===== config.mk =====
export PLATFORM = sky130hd
export DESIGN_NAME = mesh_port_arbiter_flat
export DESIGN_NICKNAME = d
export VERILOG_FILES = /design/src/rtl/mesh_port_arbiter_if.sv /design/src/rtl/mesh_port_arbiter.sv /design/src/flat_wrapper.sv
export SDC_FILE = /design/constraint.sdc
export NUM_CORES = 1
export LEC_CHECK = 0
export CAP_MARGIN = 10
export CORE_MARGIN = 2
export CORE_UTILIZATION = 46
export CTS_BUF_LIST = sky130_fd_sc_hd__clkbuf_8 sky130_fd_sc_hd__clkbuf_16
export DETAILED_ROUTE_END_ITERATION = 10
export GPL_TIMING_DRIVEN = 0
export PLACE_DENSITY = 0.86
export SYNTH_ARGS = -nofsm -noshare
export SYNTH_HDL_FRONTEND = slang
export SYNTH_SLANG_ARGS = --single-unit

===== constraint.sdc =====
create_clock -name clk -period 8.7 [get_ports clk]
set_input_delay 2.61 -clock clk [delete_from_list [all_inputs] [get_ports clk]]
set_output_delay 2.61 -clock clk [all_outputs]
set_load 0.01 [all_outputs]

===== src/rtl/mesh_port_arbiter_if.sv =====
// rtl/mesh_port_arbiter_if.sv - four-requester flit bus plus registered mesh injection output.
interface mesh_port_arbiter_if #(
  parameter int W      = 8,
  parameter int X_SIZE = 4,
  parameter int Y_SIZE = 4
);
  localparam int XW = $clog2(X_SIZE);
  localparam int YW = $clog2(Y_SIZE);

  logic          i_valid_0, i_valid_1, i_valid_2, i_valid_3;
  logic [XW-1:0] i_dst_x_0, i_dst_x_1, i_dst_x_2, i_dst_x_3;
  logic [YW-1:0] i_dst_y_0, i_dst_y_1, i_dst_y_2, i_dst_y_3;
  logic [W-1:0]  i_payload_0, i_payload_1, i_payload_2, i_payload_3;
  logic          i_ready_0, i_ready_1, i_ready_2, i_ready_3;

  logic          o_valid;
  logic [XW-1:0] o_dst_x;
  logic [YW-1:0] o_dst_y;
  logic [W-1:0]  o_payload;
  logic [1:0]    o_src;
  logic          o_ready;

  modport slave (
    input  i_valid_0, i_valid_1, i_valid_2, i_valid_3,
    input  i_dst_x_0, i_dst_x_1, i_dst_x_2, i_dst_x_3,
    input  i_dst_y_0, i_dst_y_1, i_dst_y_2, i_dst_y_3,
    input  i_payload_0, i_payload_1, i_payload_2, i_payload_3,
    output i_ready_0, i_ready_1, i_ready_2, i_ready_3,
    output o_valid, o_dst_x, o_dst_y, o_payload, o_src,
    input  o_ready
  );

  modport master (
    output i_valid_0, i_valid_1, i_valid_2, i_valid_3,
    output i_dst_x_0, i_dst_x_1, i_dst_x_2, i_dst_x_3,
    output i_dst_y_0, i_dst_y_1, i_dst_y_2, i_dst_y_3,
    output i_payload_0, i_payload_1, i_payload_2, i_payload_3,
    input  i_ready_0, i_ready_1, i_ready_2, i_ready_3,
    input  o_valid, o_dst_x, o_dst_y, o_payload, o_src,
    output o_ready
  );
endinterface


===== src/rtl/mesh_port_arbiter.sv =====
// rtl/mesh_port_arbiter.sv - burst-limited round-robin arbiter feeding one registered mesh injection port.
module mesh_port_arbiter #(
  parameter int W         = 8,
  parameter int X_SIZE    = 4,
  parameter int Y_SIZE    = 4,
  parameter int MAX_BURST = 4
) (
  input logic                clk,
  input logic                rst_n,
  mesh_port_arbiter_if.slave bus
);
  localparam int XW = $clog2(X_SIZE);
  localparam int YW = $clog2(Y_SIZE);
  localparam int BW = $clog2(MAX_BURST + 1);

  logic [3:0]    valid;
  logic [XW-1:0] dst_x   [4];
  logic [YW-1:0] dst_y   [4];
  logic [W-1:0]  payload [4];

  assign valid      = {bus.i_valid_3, bus.i_valid_2, bus.i_valid_1, bus.i_valid_0};
  assign dst_x[0]   = bus.i_dst_x_0;
  assign dst_x[1]   = bus.i_dst_x_1;
  assign dst_x[2]   = bus.i_dst_x_2;
  assign dst_x[3]   = bus.i_dst_x_3;
  assign dst_y[0]   = bus.i_dst_y_0;
  assign dst_y[1]   = bus.i_dst_y_1;
  assign dst_y[2]   = bus.i_dst_y_2;
  assign dst_y[3]   = bus.i_dst_y_3;
  assign payload[0] = bus.i_payload_0;
  assign payload[1] = bus.i_payload_1;
  assign payload[2] = bus.i_payload_2;
  assign payload[3] = bus.i_payload_3;

  logic [1:0]    last_owner_q, last_owner_d;
  logic [BW-1:0] burst_cnt_q, burst_cnt_d;
  logic          o_valid_q, o_valid_d;
  logic [XW-1:0] o_dst_x_q, o_dst_x_d;
  logic [YW-1:0] o_dst_y_q, o_dst_y_d;
  logic [W-1:0]  o_payload_q, o_payload_d;
  logic [1:0]    o_src_q, o_src_d;

  logic          continue_burst;
  logic          grant_any;
  logic [1:0]    grant_idx;
  logic [1:0]    scan_idx;
  logic          load_en;
  logic          accept;

  assign continue_burst = valid[last_owner_q] && (burst_cnt_q < BW'(MAX_BURST));
  assign load_en        = ~o_valid_q | bus.o_ready;
  assign accept         = load_en & grant_any;

  // The scan's fourth step lands back on last_owner, so a lone requester is re-granted with a fresh burst.
  always_comb begin
    grant_any = 1'b0;
    grant_idx = '0;
    scan_idx  = '0;
    if (continue_burst) begin
      grant_any = 1'b1;
      grant_idx = last_owner_q;
    end else begin
      for (int k = 1; k <= 4; k++) begin
        scan_idx = last_owner_q + 2'(k);
        if (!grant_any && valid[scan_idx]) begin
          grant_any = 1'b1;
          grant_idx = scan_idx;
        end
      end
    end
  end

  assign bus.i_ready_0 = accept & (grant_idx == 2'd0);
  assign bus.i_ready_1 = accept & (grant_idx == 2'd1);
  assign bus.i_ready_2 = accept & (grant_idx == 2'd2);
  assign bus.i_ready_3 = accept & (grant_idx == 2'd3);

  always_comb begin
    last_owner_d = last_owner_q;
    burst_cnt_d  = burst_cnt_q;
    o_valid_d    = o_valid_q;
    o_dst_x_d    = o_dst_x_q;
    o_dst_y_d    = o_dst_y_q;
    o_payload_d  = o_payload_q;
    o_src_d      = o_src_q;
    if (accept) begin
      o_valid_d   = 1'b1;
      o_dst_x_d   = dst_x[grant_idx];
      o_dst_y_d   = dst_y[grant_idx];
      o_payload_d = payload[grant_idx];
      o_src_d     = grant_idx;
      if (continue_burst) begin
        burst_cnt_d = burst_cnt_q + 1'b1;
      end else begin
        burst_cnt_d  = BW'(1);
        last_owner_d = grant_idx;
      end
    end else if (load_en) begin
      o_valid_d = 1'b0;
    end
  end

  always_ff @(posedge clk or negedge rst_n) begin
    if (!rst_n) begin
      last_owner_q <= 2'd3;
      burst_cnt_q  <= BW'(MAX_BURST);
      o_valid_q    <= 1'b0;
      o_dst_x_q    <= '0;
      o_dst_y_q    <= '0;
      o_payload_q  <= '0;
      o_src_q      <= '0;
    end else begin
      last_owner_q <= last_owner_d;
      burst_cnt_q  <= burst_cnt_d;
      o_valid_q    <= o_valid_d;
      o_dst_x_q    <= o_dst_x_d;
      o_dst_y_q    <= o_dst_y_d;
      o_payload_q  <= o_payload_d;
      o_src_q      <= o_src_d;
    end
  end

  assign bus.o_valid   = o_valid_q;
  assign bus.o_dst_x   = o_dst_x_q;
  assign bus.o_dst_y   = o_dst_y_q;
  assign bus.o_payload = o_payload_q;
  assign bus.o_src     = o_src_q;
endmodule


===== src/flat_wrapper.sv =====
// flat-port wrapper written by rule: the top's interface ports become plain ports
module mesh_port_arbiter_flat 
#(
  parameter int W         = 8,
  parameter int X_SIZE    = 4,
  parameter int Y_SIZE    = 4,
  parameter int MAX_BURST = 4
)
  (clk, rst_n, bus_i_valid_0, bus_i_valid_1, bus_i_valid_2, bus_i_valid_3, bus_i_dst_x_0, bus_i_dst_x_1, bus_i_dst_x_2, bus_i_dst_x_3, bus_i_dst_y_0, bus_i_dst_y_1, bus_i_dst_y_2, bus_i_dst_y_3, bus_i_payload_0, bus_i_payload_1, bus_i_payload_2, bus_i_payload_3, bus_i_ready_0, bus_i_ready_1, bus_i_ready_2, bus_i_ready_3, bus_o_valid, bus_o_dst_x, bus_o_dst_y, bus_o_payload, bus_o_src, bus_o_ready);
  mesh_port_arbiter_if #(.W(W), .X_SIZE(X_SIZE), .Y_SIZE(Y_SIZE)) bus_i ();
  input logic clk;
  input logic rst_n;
  input wire logic [$bits(bus_i.i_valid_0)-1:0] bus_i_valid_0;
  input wire logic [$bits(bus_i.i_valid_1)-1:0] bus_i_valid_1;
  input wire logic [$bits(bus_i.i_valid_2)-1:0] bus_i_valid_2;
  input wire logic [$bits(bus_i.i_valid_3)-1:0] bus_i_valid_3;
  input wire logic [$bits(bus_i.i_dst_x_0)-1:0] bus_i_dst_x_0;
  input wire logic [$bits(bus_i.i_dst_x_1)-1:0] bus_i_dst_x_1;
  input wire logic [$bits(bus_i.i_dst_x_2)-1:0] bus_i_dst_x_2;
  input wire logic [$bits(bus_i.i_dst_x_3)-1:0] bus_i_dst_x_3;
  input wire logic [$bits(bus_i.i_dst_y_0)-1:0] bus_i_dst_y_0;
  input wire logic [$bits(bus_i.i_dst_y_1)-1:0] bus_i_dst_y_1;
  input wire logic [$bits(bus_i.i_dst_y_2)-1:0] bus_i_dst_y_2;
  input wire logic [$bits(bus_i.i_dst_y_3)-1:0] bus_i_dst_y_3;
  input wire logic [$bits(bus_i.i_payload_0)-1:0] bus_i_payload_0;
  input wire logic [$bits(bus_i.i_payload_1)-1:0] bus_i_payload_1;
  input wire logic [$bits(bus_i.i_payload_2)-1:0] bus_i_payload_2;
  input wire logic [$bits(bus_i.i_payload_3)-1:0] bus_i_payload_3;
  output wire logic [$bits(bus_i.i_ready_0)-1:0] bus_i_ready_0;
  output wire logic [$bits(bus_i.i_ready_1)-1:0] bus_i_ready_1;
  output wire logic [$bits(bus_i.i_ready_2)-1:0] bus_i_ready_2;
  output wire logic [$bits(bus_i.i_ready_3)-1:0] bus_i_ready_3;
  output wire logic [$bits(bus_i.o_valid)-1:0] bus_o_valid;
  output wire logic [$bits(bus_i.o_dst_x)-1:0] bus_o_dst_x;
  output wire logic [$bits(bus_i.o_dst_y)-1:0] bus_o_dst_y;
  output wire logic [$bits(bus_i.o_payload)-1:0] bus_o_payload;
  output wire logic [$bits(bus_i.o_src)-1:0] bus_o_src;
  input wire logic [$bits(bus_i.o_ready)-1:0] bus_o_ready;
  assign bus_i.i_valid_0 = bus_i_valid_0;
  assign bus_i.i_valid_1 = bus_i_valid_1;
  assign bus_i.i_valid_2 = bus_i_valid_2;
  assign bus_i.i_valid_3 = bus_i_valid_3;
  assign bus_i.i_dst_x_0 = bus_i_dst_x_0;
  assign bus_i.i_dst_x_1 = bus_i_dst_x_1;
  assign bus_i.i_dst_x_2 = bus_i_dst_x_2;
  assign bus_i.i_dst_x_3 = bus_i_dst_x_3;
  assign bus_i.i_dst_y_0 = bus_i_dst_y_0;
  assign bus_i.i_dst_y_1 = bus_i_dst_y_1;
  assign bus_i.i_dst_y_2 = bus_i_dst_y_2;
  assign bus_i.i_dst_y_3 = bus_i_dst_y_3;
  assign bus_i.i_payload_0 = bus_i_payload_0;
  assign bus_i.i_payload_1 = bus_i_payload_1;
  assign bus_i.i_payload_2 = bus_i_payload_2;
  assign bus_i.i_payload_3 = bus_i_payload_3;
  assign bus_i_ready_0 = bus_i.i_ready_0;
  assign bus_i_ready_1 = bus_i.i_ready_1;
  assign bus_i_ready_2 = bus_i.i_ready_2;
  assign bus_i_ready_3 = bus_i.i_ready_3;
  assign bus_o_valid = bus_i.o_valid;
  assign bus_o_dst_x = bus_i.o_dst_x;
  assign bus_o_dst_y = bus_i.o_dst_y;
  assign bus_o_payload = bus_i.o_payload;
  assign bus_o_src = bus_i.o_src;
  assign bus_i.o_ready = bus_o_ready;
  mesh_port_arbiter #(.W(W), .X_SIZE(X_SIZE), .Y_SIZE(Y_SIZE), .MAX_BURST(MAX_BURST)) u_core (.clk(clk), .rst_n(rst_n), .bus(bus_i));
endmodule

Run 1, I/O nets highlighted:
(4 px per um)
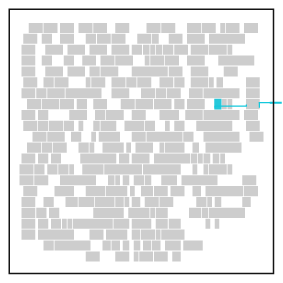
Key: cyan = bus_i_ready_3 [direction output, edge east, end cells 1, buffers 1, wire 12.6 um]

Run 1, sizing map:
(8 px per um)
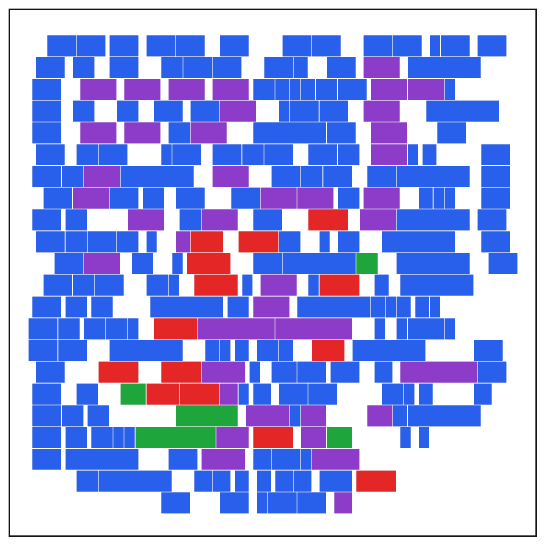
Key: green = drive 3 to 4 [cells 5]; blue = drive 1 or less [cells 189, most used clkdlybuf4s50_1]; purple = drive 2 [cells 40, most used a211oi_2]; red = drive 6 and up [cells 14, most used clkbuf_8]

==> results.tsv, run 1 <==
stage	metric	value	unit
floorplanning	core area	3660	sq um
status	outcome	finished clean	
place	Placed Cells	292	
setup_path	kind of critical path	primary input to output port	
routing	metal3 WL	143	um
power	NetSw	331	uW
grt	GR Util met2	0.384	
clocking	CTS tree	done	
logic_synthesis	Simple-Gate Area Share	0.119	
logic_synthesis	Syn. warnings	0	
setup_path	slowest CP cell	clkdlybuf4s50_1	
logic_synthesis	Registers, synthesis	20	
finish	Area Overhead vs Synth	48.3	%
grt	Remaining Overflow, GRT	0	
routing	Max Used Layer	met4	
place	port bufs	73	
worst_hold_path	Worst Hold Depth	2	
floorplanning	FP Rows	22	
setup_path	reg-to-reg slack, setup	6.30	ns
timing	period utilisation layout	0.896	
logic_synthesis	YS chip area	1750	sq um
clocking	Late-Pin Clk Latency	0.26	ns
routing	WL per Instance	15.8	um
grt	global routing usage on met1	0.291	
setup_path	reg2reg start	u_core.last_owner_q[1]$_DFFE_PN1P_	
setup_path	Worst EP required	6.09	ns
logic_synthesis	Main logic family	AND-OR/OR-AND gates	
grt	largest net degree at the start of global routing	21	
logic_synthesis	Syn Area/Cell	10.2	sq um
clocking	cts bufs inserted	3	
routing	vias	1649	
power	comb pwr	529	uW
timing	skew final	0.00201	ns
floorplanning	Die Y	65.7	um
power	Clock Power	73.2	uW
setup_path	Worst setup SP type	primary input	
power	cell internal pwr	437	uW
timing	unrepaired setup endpoints after global routing	no	
clocking	sink count of the clock tree	20	
setup_path	Max FO, Critical Path	10	
finish	n_diodes	0	
clocking	CTS Hold Bufs	0	
timing	final setup vio count	0	
worst_hold_path	worst hold path endpoint	u_core.bus.o_payload[7]$_DFFE_PN0P_	
setup_path	crit path launch	bus_i_valid_3	
logic_synthesis	cell area after synthesis	1750	sq um
finish	Top cells excl fill/tap	clkdlybuf4s50_1, nand2_1, a21boi_0, a211oi_2, dfrtp_1	
logic_synthesis	Syn Inst Count	171	
worst_hold_path	Hold Startpoint	u_core.bus.o_payload[7]$_DFFE_PN0P_	
clocking	CTS root buf	clkbuf_8	
clocking	Setup Fix Bufs, Post-CTS	0	
setup_path	worst path cell trace	clkdlybuf4s50_1 -> or3_1 -> o21ai_2 -> o21ai_2 -> a32o_4 -> buf_6 -> nor3_1 -> clkdlybuf4s50_1	
setup_path	crit-path max cell delay	0.56	ns
timing	transition time of the tightest slew-check pin	0.888	ns
power	Power, Total	767	uW
clocking	post-CTS sizing	0	
grt	busiest layer in global routing	met2	
floorplanning	Die Area	4310	sq um
setup_path	CP arrival	5.19	ns
finish	nets@finish	305	
finish	share of cells above drive strength 1	0.238	
timing	Hold Fails Final Rpt	0	
worst_hold_path	Hold Crit Class	flop to flop	
finish	number of flip-flops in the largest register	8	
floorplanning	Init Core Util	0.478	
clocking	CTS clk-pin slew, worst paths	0.08	ns
logic_synthesis	dominant register cell	dfrtp_1	
timing	Final Worst Setup Slack	0.904	ns
setup_path	worst setup path endpoint	bus_i_ready_0	
grt	vias in the first global route	1595	
power	static leakage	0.953	nW
timing	Min Hold Slack	0.489	ns
floorplanning	IO Pins	74	
logic_synthesis	flip-flops with a built-in enable	0	
place	routability cong.	0.910	
place	worst slack, placed	0.914	ns
grt	initial antenna violation count	0	
place	dpl cell area	2540	sq um
logic_synthesis	Yosys Instances	171	
finish	final cell count without fillers	296	
finish	Finished Core Util	0.709	
setup_path	R2R Path End	u_core.bus.o_dst_x[1]$_DFFE_PN0P_	
power	Reg power frac	0.215	
routing	first drt pass iteration count	4	
Run 1, wiring by layer:
(8 px per um) Two of the layers only.
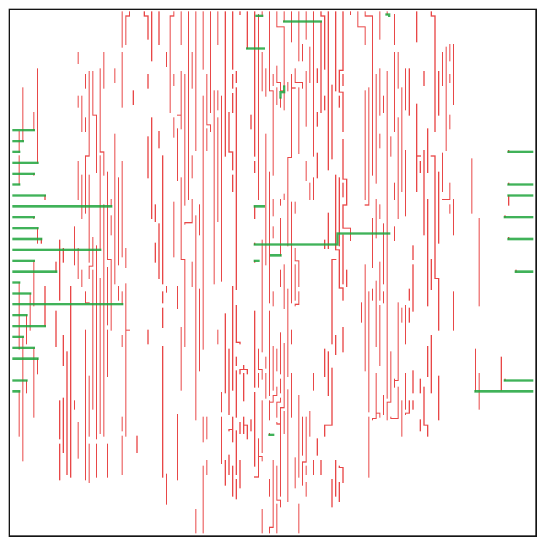
Key: red = met2 [wire length 2340 um]; green = met3 [wire length 143 um]

## run 1: cells in the mapped netlist, types with 4 or more instances
master     n  area [sq um]
clkbuf_8   4          55.1
nor3_1     5          25.0
a211oi_2  18           225
nand2_1   22          82.6
nand2b_1   5          31.3
a211oi_1   6          45.0
mux2i_1    4          40.0
a21boi_0  21           158
o31ai_2    8           100
o21ai_0    5          25.0
o31ai_1    5          37.5
nor2_1     4          15.0
a21oi_1    5          25.0
dfrtp_1   17           425
## run 1: area by class of cell
class                           instances  area [sq um]  area share
Buffer                                 15           158      0.0607
Sequential cell                        20           504       0.194
Tap cell                               48          60.1      0.0231
Clock buffer                            4          55.1      0.0212
Multi-Input combinational cell        134          1080       0.416
Inverter                                2          7.51     0.00289
Timing Repair Buffer                   73           731       0.281
==> inputs of run 2 (changes only) <==
Settings changed: CORE_ASPECT_RATIO from default to 0.6, CORE_UTILIZATION 46 to 43, PLACE_DENSITY 0.86 to 0.81.
Clock period 8.7 ns to 8.05 ns, I/O delays scaled along.
==> results.tsv, run 2 <==
stage	metric	value	unit	change
grt	vias in the first global route	1587		-0.50%
floorplanning	FP Rows	17		-23%
setup_path	crit-path max cell delay	0.56	ns	about the same
logic_synthesis	cell area after synthesis	1750	sq um	unchanged
clocking	CTS root buf	clkbuf_8		
logic_synthesis	top cells by count, synth	nand2_1, a21boi_0, a211oi_2		
clocking	Late-Pin Clk Latency	0.27	ns	about the same
status	outcome	finished clean		
finish	final cell count without fillers	295		-0.34%
routing	first drt pass iteration count	4		unchanged
grt	GR Util met2	0.363		-0.0210
worst_hold_path	Hold Startpoint	u_core.bus.o_dst_y[1]$_DFFE_PN0P_		
logic_synthesis	Syn. warnings	0		unchanged
clocking	CTS tree	done		
clocking	CTS Hold Bufs	0		unchanged
finish	Top cells excl fill/tap	clkdlybuf4s50_1, nand2_1, a21boi_0, a211oi_2, dfrtp_1		
clocking	post-CTS sizing	0		unchanged
logic_synthesis	Simple-Gate Area Share	0.119		unchanged
logic_synthesis	Syn Area/Cell	10.2	sq um	unchanged
finish	# clk buffers	3		-1
setup_path	Max FO, Critical Path	10		unchanged
setup_path	reg-to-reg slack, setup	5.53	ns	-0.77 ns
logic_synthesis	Top cell area share	0.243		unchanged
finish	Area Overhead vs Synth	47.7	%	
logic_synthesis	YS chip area	1750	sq um	unchanged
setup_path	slowest CP cell	clkdlybuf4s50_1		
finish	Signal inverters	2		unchanged
floorplanning	tap cells	47		-2.1%
setup_path	CP arrival	5.02	ns	-0.17 ns
finish	Seq cells	20		unchanged
finish	Clock-cell share	0.0174		-0.00378
setup_path	worst path cell trace	clkdlybuf4s50_1 -> or2_2 -> o32ai_2 -> o21ai_2 -> a32o_4 -> buf_6 -> nor3_1 -> clkdlybuf4s50_1		
routing	Max Used Layer	met4		
timing	unrepaired setup endpoints after global routing	no		
finish	Biggest Area Class	multi-input combinational cells		
place	dpl cell area	2540	sq um	about the same
floorplanning	IO Pins	74		unchanged
timing	period utilisation layout	0.923		
place	port bufs	73		unchanged
logic_synthesis	flip-flops with a built-in enable	0		unchanged
timing	Hold Fails Final Rpt	0		unchanged
floorplanning	Die Y	53.4	um	-19%
clocking	Setup Fix Bufs, Post-CTS	0		unchanged
setup_path	R2R Path End	u_core.bus.o_dst_x[1]$_DFFE_PN0P_		
finish	n_diodes	0		unchanged
setup_path	reg2reg start	u_core.last_owner_q[1]$_DFFE_PN1P_		
grt	busiest layer in global routing	met2		
power	Reg power frac	0.215		about the same
finish	number of flip-flops in the largest register	8		unchanged
logic_synthesis	area leader, netlist	dfrtp_1		
finish	MI comb area	1080	sq um	unchanged
run 2: cell count changes in the layout (fill, tap and decap cells not counted), sizes merged:
cell    change
inv         +1
clkbuf      -1
run 2: worst max path at each step:
stage                       start       endpoint  slack [ns]
floorplan           bus_i_valid_3  bus_i_ready_0        1.76
global placement    bus_i_valid_0  bus_i_ready_0        0.65
detailed placement  bus_i_valid_0  bus_i_ready_0        0.62
CTS                 bus_i_valid_0  bus_i_ready_0        0.62
global route        bus_i_valid_0  bus_i_ready_2        0.39
finish              bus_i_valid_0  bus_i_ready_0        0.62
run 2: cells by family after synthesis:
logic type | count (synthesis)
AND-OR/OR-AND | 83
flip-flops | 20
adder cells (fa/ha/maj) | 1
multiplexers | 6
AND/OR/NAND/NOR | 44
buffers and inverters | 17
Run 2, ports around the boundary:
(8 px per um) Pins as bars across the die edge, other pins in grey.
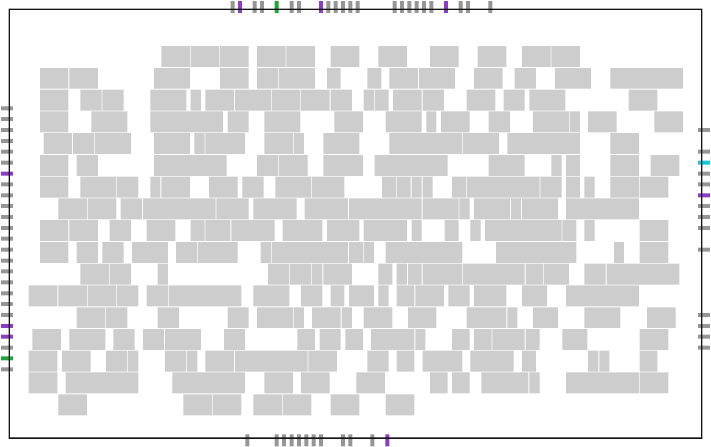
Key: cyan = bus_i_ready_3 [pins 1, direction output, edge east]; green = bus_i_dst_y_2 [pins 2, direction input, edge 1 north, 1 west]; purple = bus_o_payload [pins 8, direction output, edge 3 north, 3 west, 1 south, 1 east]
All pins by edge: 25 west, 23 north, 14 east, 12 south.

Run 2, I/O nets highlighted:
(4 px per um)
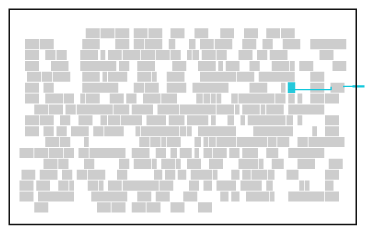
Key: cyan = bus_i_ready_3 [direction output, edge east, end cells 1, buffers 1, wire 14.0 um]

Power figures rest on the tool's default switching activity, not on a simulated workload.
